--- src/rtl/imm_encoder_if.sv ---
// rtl/imm_encoder_if.sv - request/response bundle for the RV32I instruction encoder
interface imm_encoder_if;
   logic        in_valid;
   logic        in_ready;
   logic [2:0]  in_fmt;
   logic [6:0]  in_opcode;
   logic [2:0]  in_funct3;
   logic [4:0]  in_rd;
   logic [4:0]  in_rs1;
   logic [4:0]  in_rs2;
   logic [31:0] in_imm;
   logic        out_valid;
   logic        out_ready;
   logic [31:0] out_inst;
   logic        out_last;

   modport master (
      output in_valid, in_fmt, in_opcode, in_funct3, in_rd, in_rs1, in_rs2, in_imm,
      input  in_ready,
      input  out_valid, out_inst, out_last,
      output out_ready
   );

   modport slave (
      input  in_valid, in_fmt, in_opcode, in_funct3, in_rd, in_rs1, in_rs2, in_imm,
      output in_ready,
      output out_valid, out_inst, out_last,
      input  out_ready
   );
endinterface

--- src/rtl/imm_encoder.sv ---
// rtl/imm_encoder.sv - packs register fields and an immediate into an RV32I word, expands LI
module imm_encoder (
   input  logic               clk,
   input  logic               reset,
   imm_encoder_if.slave       bus,
   output logic               err,
   output logic [7:0]         err_cnt
);
   typedef enum logic [0:0] {S_IDLE, S_SECOND} state_t;

   state_t      state_q, state_d;
   logic        out_valid_q, out_valid_d;
   logic [31:0] out_inst_q, out_inst_d;
   logic        out_last_q, out_last_d;
   logic [31:0] pend_q, pend_d;
   logic        err_q, err_d;
   logic [7:0]  err_cnt_q, err_cnt_d;

   logic        in_ready_c, accept_c;
   logic        reject_c, pair_c;
   logic [31:0] word0_c, word1_c;
   logic [31:0] imm, li_sum;
   logic        fits11, fits12, fits20;

   assign imm = bus.in_imm;
   assign li_sum = imm + 32'h0000_0800;
   // Upper bits all copies of the sign bit -> value fits the signed field
   assign fits11 = (imm[31:11] == 21'h0) || (imm[31:11] == {21{1'b1}});
   assign fits12 = (imm[31:12] == 20'h0) || (imm[31:12] == {20{1'b1}});
   assign fits20 = (imm[31:20] == 12'h0) || (imm[31:20] == {12{1'b1}});

   always_comb begin
      reject_c = 1'b0;
      pair_c   = 1'b0;
      word0_c  = 32'h0;
      word1_c  = 32'h0;
      case (bus.in_fmt)
         3'd0, 3'd1: begin
            reject_c = (bus.in_fmt == 3'd0) ? (imm[31:12] != 20'h0) : !fits11;
            word0_c  = {imm[11:0], bus.in_rs1, bus.in_funct3, bus.in_rd, bus.in_opcode};
         end
         3'd2: begin
            reject_c = !fits11;
            word0_c  = {imm[11:5], bus.in_rs2, bus.in_rs1, bus.in_funct3, imm[4:0], bus.in_opcode};
         end
         3'd3: begin
            reject_c = imm[0] || !fits12;
            word0_c  = {imm[12], imm[10:5], bus.in_rs2, bus.in_rs1, bus.in_funct3,
                        imm[4:1], imm[11], bus.in_opcode};
         end
         3'd4: begin
            reject_c = (imm[11:0] != 12'h0);
            word0_c  = {imm[31:12], bus.in_rd, bus.in_opcode};
         end
         3'd5: begin
            reject_c = imm[0] || !fits20;
            word0_c  = {imm[20], imm[10:1], imm[11], imm[19:12], bus.in_rd, bus.in_opcode};
         end
         3'd6: begin
            if (fits11) begin
               word0_c = {imm[11:0], 5'd0, 3'd0, bus.in_rd, 7'h13};
            end else begin
               // LUI rounds up so that the sign-extended ADDI offset lands on imm
               word0_c = {li_sum[31:12], bus.in_rd, 7'h37};
               word1_c = {imm[11:0], bus.in_rd, 3'd0, bus.in_rd, 7'h13};
               pair_c  = (imm[11:0] != 12'h0);
            end
         end
         default: reject_c = 1'b1;
      endcase
   end

   assign in_ready_c = (state_q == S_IDLE) && (!out_valid_q || bus.out_ready);
   assign accept_c   = bus.in_valid && in_ready_c;

   always_comb begin
      state_d     = state_q;
      out_valid_d = out_valid_q;
      out_inst_d  = out_inst_q;
      out_last_d  = out_last_q;
      pend_d      = pend_q;
      err_d       = accept_c && reject_c;
      err_cnt_d   = err_cnt_q;
      if (accept_c && reject_c && (err_cnt_q != 8'hFF)) begin
         err_cnt_d = err_cnt_q + 8'd1;
      end
      case (state_q)
         S_IDLE: begin
            if (accept_c && !reject_c) begin
               out_valid_d = 1'b1;
               out_inst_d  = word0_c;
               out_last_d  = !pair_c;
               if (pair_c) begin
                  pend_d  = word1_c;
                  state_d = S_SECOND;
               end
            end else if (out_valid_q && bus.out_ready) begin
               out_valid_d = 1'b0;
            end
         end
         S_SECOND: begin
            if (bus.out_ready) begin
               out_inst_d = pend_q;
               out_last_d = 1'b1;
               state_d    = S_IDLE;
            end
         end
         default: state_d = S_IDLE;
      endcase
   end

   always_ff @(posedge clk) begin
      if (reset) begin
         state_q     <= S_IDLE;
         out_valid_q <= 1'b0;
         out_inst_q  <= 32'h0;
         out_last_q  <= 1'b0;
         pend_q      <= 32'h0;
         err_q       <= 1'b0;
         err_cnt_q   <= 8'h0;
      end else begin
         state_q     <= state_d;
         out_valid_q <= out_valid_d;
         out_inst_q  <= out_inst_d;
         out_last_q  <= out_last_d;
         pend_q      <= pend_d;
         err_q       <= err_d;
         err_cnt_q   <= err_cnt_d;
      end
   end

   assign bus.in_ready  = in_ready_c;
   assign bus.out_valid = out_valid_q;
   assign bus.out_inst  = out_inst_q;
   assign bus.out_last  = out_last_q;
   assign err           = err_q;
   assign err_cnt       = err_cnt_q;
endmodule
--- src/flat_wrapper.sv ---
// flat-port wrapper written by rule: the top's interface ports become plain ports
module imm_encoder_flat 
  (clk, reset, err, err_cnt, bus_in_valid, bus_in_fmt, bus_in_opcode, bus_in_funct3, bus_in_rd, bus_in_rs1, bus_in_rs2, bus_in_imm, bus_in_ready, bus_out_valid, bus_out_inst, bus_out_last, bus_out_ready);
  imm_encoder_if bus_i ();
  input  logic clk;
  input  logic reset;
  output logic err;
  output logic [7:0] err_cnt;
  input wire logic [$bits(bus_i.in_valid)-1:0] bus_in_valid;
  input wire logic [$bits(bus_i.in_fmt)-1:0] bus_in_fmt;
  input wire logic [$bits(bus_i.in_opcode)-1:0] bus_in_opcode;
  input wire logic [$bits(bus_i.in_funct3)-1:0] bus_in_funct3;
  input wire logic [$bits(bus_i.in_rd)-1:0] bus_in_rd;
  input wire logic [$bits(bus_i.in_rs1)-1:0] bus_in_rs1;
  input wire logic [$bits(bus_i.in_rs2)-1:0] bus_in_rs2;
  input wire logic [$bits(bus_i.in_imm)-1:0] bus_in_imm;
  output wire logic [$bits(bus_i.in_ready)-1:0] bus_in_ready;
  output wire logic [$bits(bus_i.out_valid)-1:0] bus_out_valid;
  output wire logic [$bits(bus_i.out_inst)-1:0] bus_out_inst;
  output wire logic [$bits(bus_i.out_last)-1:0] bus_out_last;
  input wire logic [$bits(bus_i.out_ready)-1:0] bus_out_ready;
  assign bus_i.in_valid = bus_in_valid;
  assign bus_i.in_fmt = bus_in_fmt;
  assign bus_i.in_opcode = bus_in_opcode;
  assign bus_i.in_funct3 = bus_in_funct3;
  assign bus_i.in_rd = bus_in_rd;
  assign bus_i.in_rs1 = bus_in_rs1;
  assign bus_i.in_rs2 = bus_in_rs2;
  assign bus_i.in_imm = bus_in_imm;
  assign bus_in_ready = bus_i.in_ready;
  assign bus_out_valid = bus_i.out_valid;
  assign bus_out_inst = bus_i.out_inst;
  assign bus_out_last = bus_i.out_last;
  assign bus_i.out_ready = bus_out_ready;
  imm_encoder u_core (.clk(clk), .reset(reset), .bus(bus_i), .err(err), .err_cnt(err_cnt));
endmodule
--- config.mk ---
export PLATFORM = sky130hd
export DESIGN_NAME = imm_encoder_flat
export DESIGN_NICKNAME = d
export VERILOG_FILES = /design/src/rtl/imm_encoder_if.sv /design/src/rtl/imm_encoder.sv /design/src/flat_wrapper.sv
export SDC_FILE = /design/constraint.sdc
export NUM_CORES = 1
export LEC_CHECK = 0
export ABC_AREA = 1
export ABC_CLOCK_PERIOD_IN_PS = 1700
export CAP_MARGIN = 20
export CELL_PAD_IN_SITES_DETAIL_PLACEMENT = 1
export CELL_PAD_IN_SITES_GLOBAL_PLACEMENT = 2
export CORE_MARGIN = 10
export CORE_UTILIZATION = 23
export DETAILED_ROUTE_END_ITERATION = 8
export HOLD_SLACK_MARGIN = 0.06
export PLACE_DENSITY_LB_ADDON = 0.1
export SLEW_MARGIN = 20
export SYNTH_ARGS = -nofsm -noshare
export SYNTH_HDL_FRONTEND = slang
export SYNTH_SLANG_ARGS = --single-unit
--- constraint.sdc ---
create_clock -name clk -period 1.7 [get_ports clk]
set_input_delay 0.17 -clock clk [delete_from_list [all_inputs] [get_ports clk]]
set_output_delay 0.17 -clock clk [all_outputs]
set_load 0.01 [all_outputs]
### Met4 routing

Drawn at 2 px/um. Cells faint in the background.
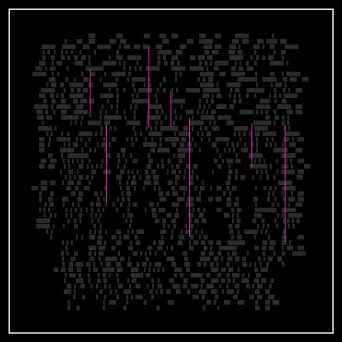
longest straight run: 59.2 um
share of all routed wire: 1.2%
nets with wire on the layer: 5
wire length on this layer: 260 um

### Metal layers overlaid

Drawn at 2 px/um.
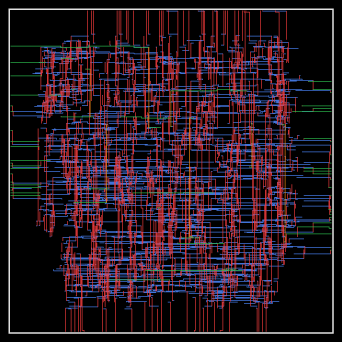
legend:
  orange:
    layer: M4
    wire_length: 260 um
  red:
    layer: M2
    wire_length: 10800 um
  blue:
    layer: M1
    wire_length: 10100 um
  green:
    layer: M3
    wire_length: 721 um

### Clock wires, drivers and flops

Drawn at 1.5 px/um.
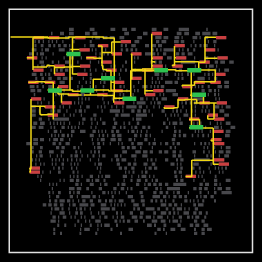
legend:
  yellow:
    item: clock wires
    length: 1030 um
  red:
    item: flip-flops
    count: 62
  green:
    item: clock-net drivers
    count: 9
routed clock nets: 10
Max Clock Skew: 4.78 ps
clk_lat worst skew: 330 ps
clock power share: 38.8%
Clock group: 1.96 mW

==> run notes <==
impl run done, here's what came out: status=completed, Gate power share=between 20% and 30%, Clock Network Area Fraction=4.05%, unique cell type count in the Yosys netlist=38, most frequent cells in the layout=232 x nand2_1, 138 x buf_4, 126 x nor2_1, leading power group=clock, min cycle time layout=around 1600 ps, Top non-seq family=simple AND/OR/NAND/NOR gates, period utilization=96.8%, Comb area=about 3200 sq um, Log Warnings=28, post-route cell area=7780 sq um, area delta synth->final=69.6%, H-tree depth=3, Ports=108, Via density=about 4.5, multi-input gates=604, Combinational Power=1.50 mW, Top cell excl fill/tap=nand2_1, Place WS=-828 ps, fmax=608 MHz, fin cells=1316, Worst Setup Start Kind=input pin, Hold Path Class=input pin to register, Chip Height=161 um, placed cells=around 1300, Seq/total area=16.0%, Worst Path Arrival=1910 ps, RSZ-0062 raised after global routing=true, placed inst area=7050 sq um, Yosys reg bits=62, top cells by count=246 x nand2_1, 149 x nor2_1, 95 x inv_1, nonclk inv count=101, CP max FO=7, initial drt markers=roughly 170, total number of vias=about 6000, NonClk Buf Share=around 30%, max FFs per register=32, Async S/R FF share, synth=0%, core area=slightly below 20000 sq um, Min-Delay Path Depth=4, Post-synth top flop=dfxtp_1, worst setup path class=input pin to register, WHS Endpoint=u_core.pend_q[27], simple share=46.0%, Yosys warnings=0, routed length per instance=16.6 um, root buf cell=clkbuf_16, antenna cells=0, slack of the critical path=54.5 ps, mux share=0.437%, TritonCTS Sinks=62, Mapped Area=4580 sq um, first-pass GRT wire length=34.7 mm, number of global-route vias before repair=6477, CTS clk-pin slew, worst paths=60 ps, post-synthesis instance total=approximately 800, Site Rows=51, worst slew pin tran=approximately 320 ps, worst r2r src=u_core.bus.out_valid
### A small window of the routed layout

Region (111, 30) to (131, 50) um. Cells in grey, sequential cells in the stronger grey; small squares are vias.
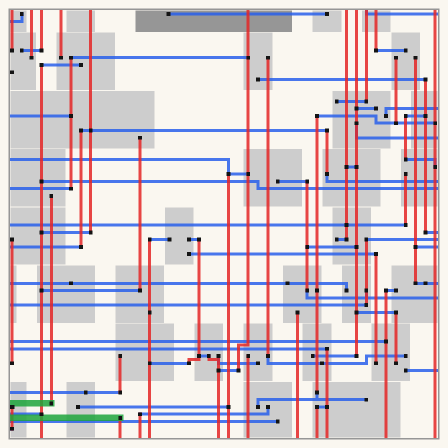
legend:
  green:
    layer: M3
  red:
    layer: M2
  blue:
    layer: M1
most frequent: buf_4 (8), nand2_1 (6), nand3_1 (4)
sequential cells in the window: 0
cells with their middle in the window: 25

### Track usage over the die

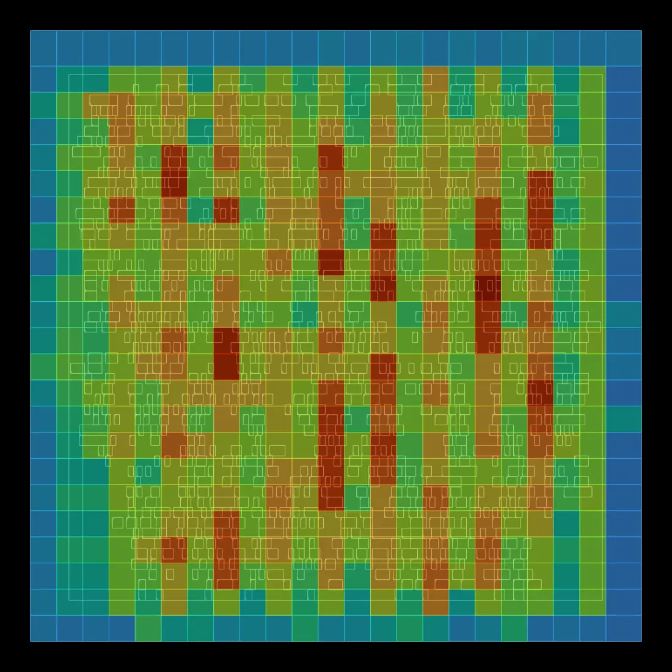
post-layout util: 39.8%
met3 Use GR: 2.90%
GR Util met1: 20.5%

per-layer routing:
metal | routed length [um] | up-vias
li1 | - | 3005
met1 | 10100 | 2829
met2 | 10800 | 85
met3 | 720 | 15
met4 | 259 | 0
met5 | 0 | -
worst max-delay path: stages:
cell and delay (ps):
buf_8 90, ha_4 140, inv_4 40, nor2_4 140, nand2_4 100, nor2_4 160
nand3_4 100, nand2_4 90, nand2_4 50, nand2_4 80, nand4_4 170, buf_12 190
buf_8 130, nand3b_1 100, nand2_1 60, nor2_1 100
timing repair:
item | 4_1_cts | 5_1_grt
endpoints found under the setup margin | 62 | 63
cloned | 3 | 0
gates resized | 130 | 98
hold buffers | 0 | 0
setup buffers | 10 | 2
pin swaps | 21 | 37
Power figures rest on the tool's default switching activity, not on a simulated workload.
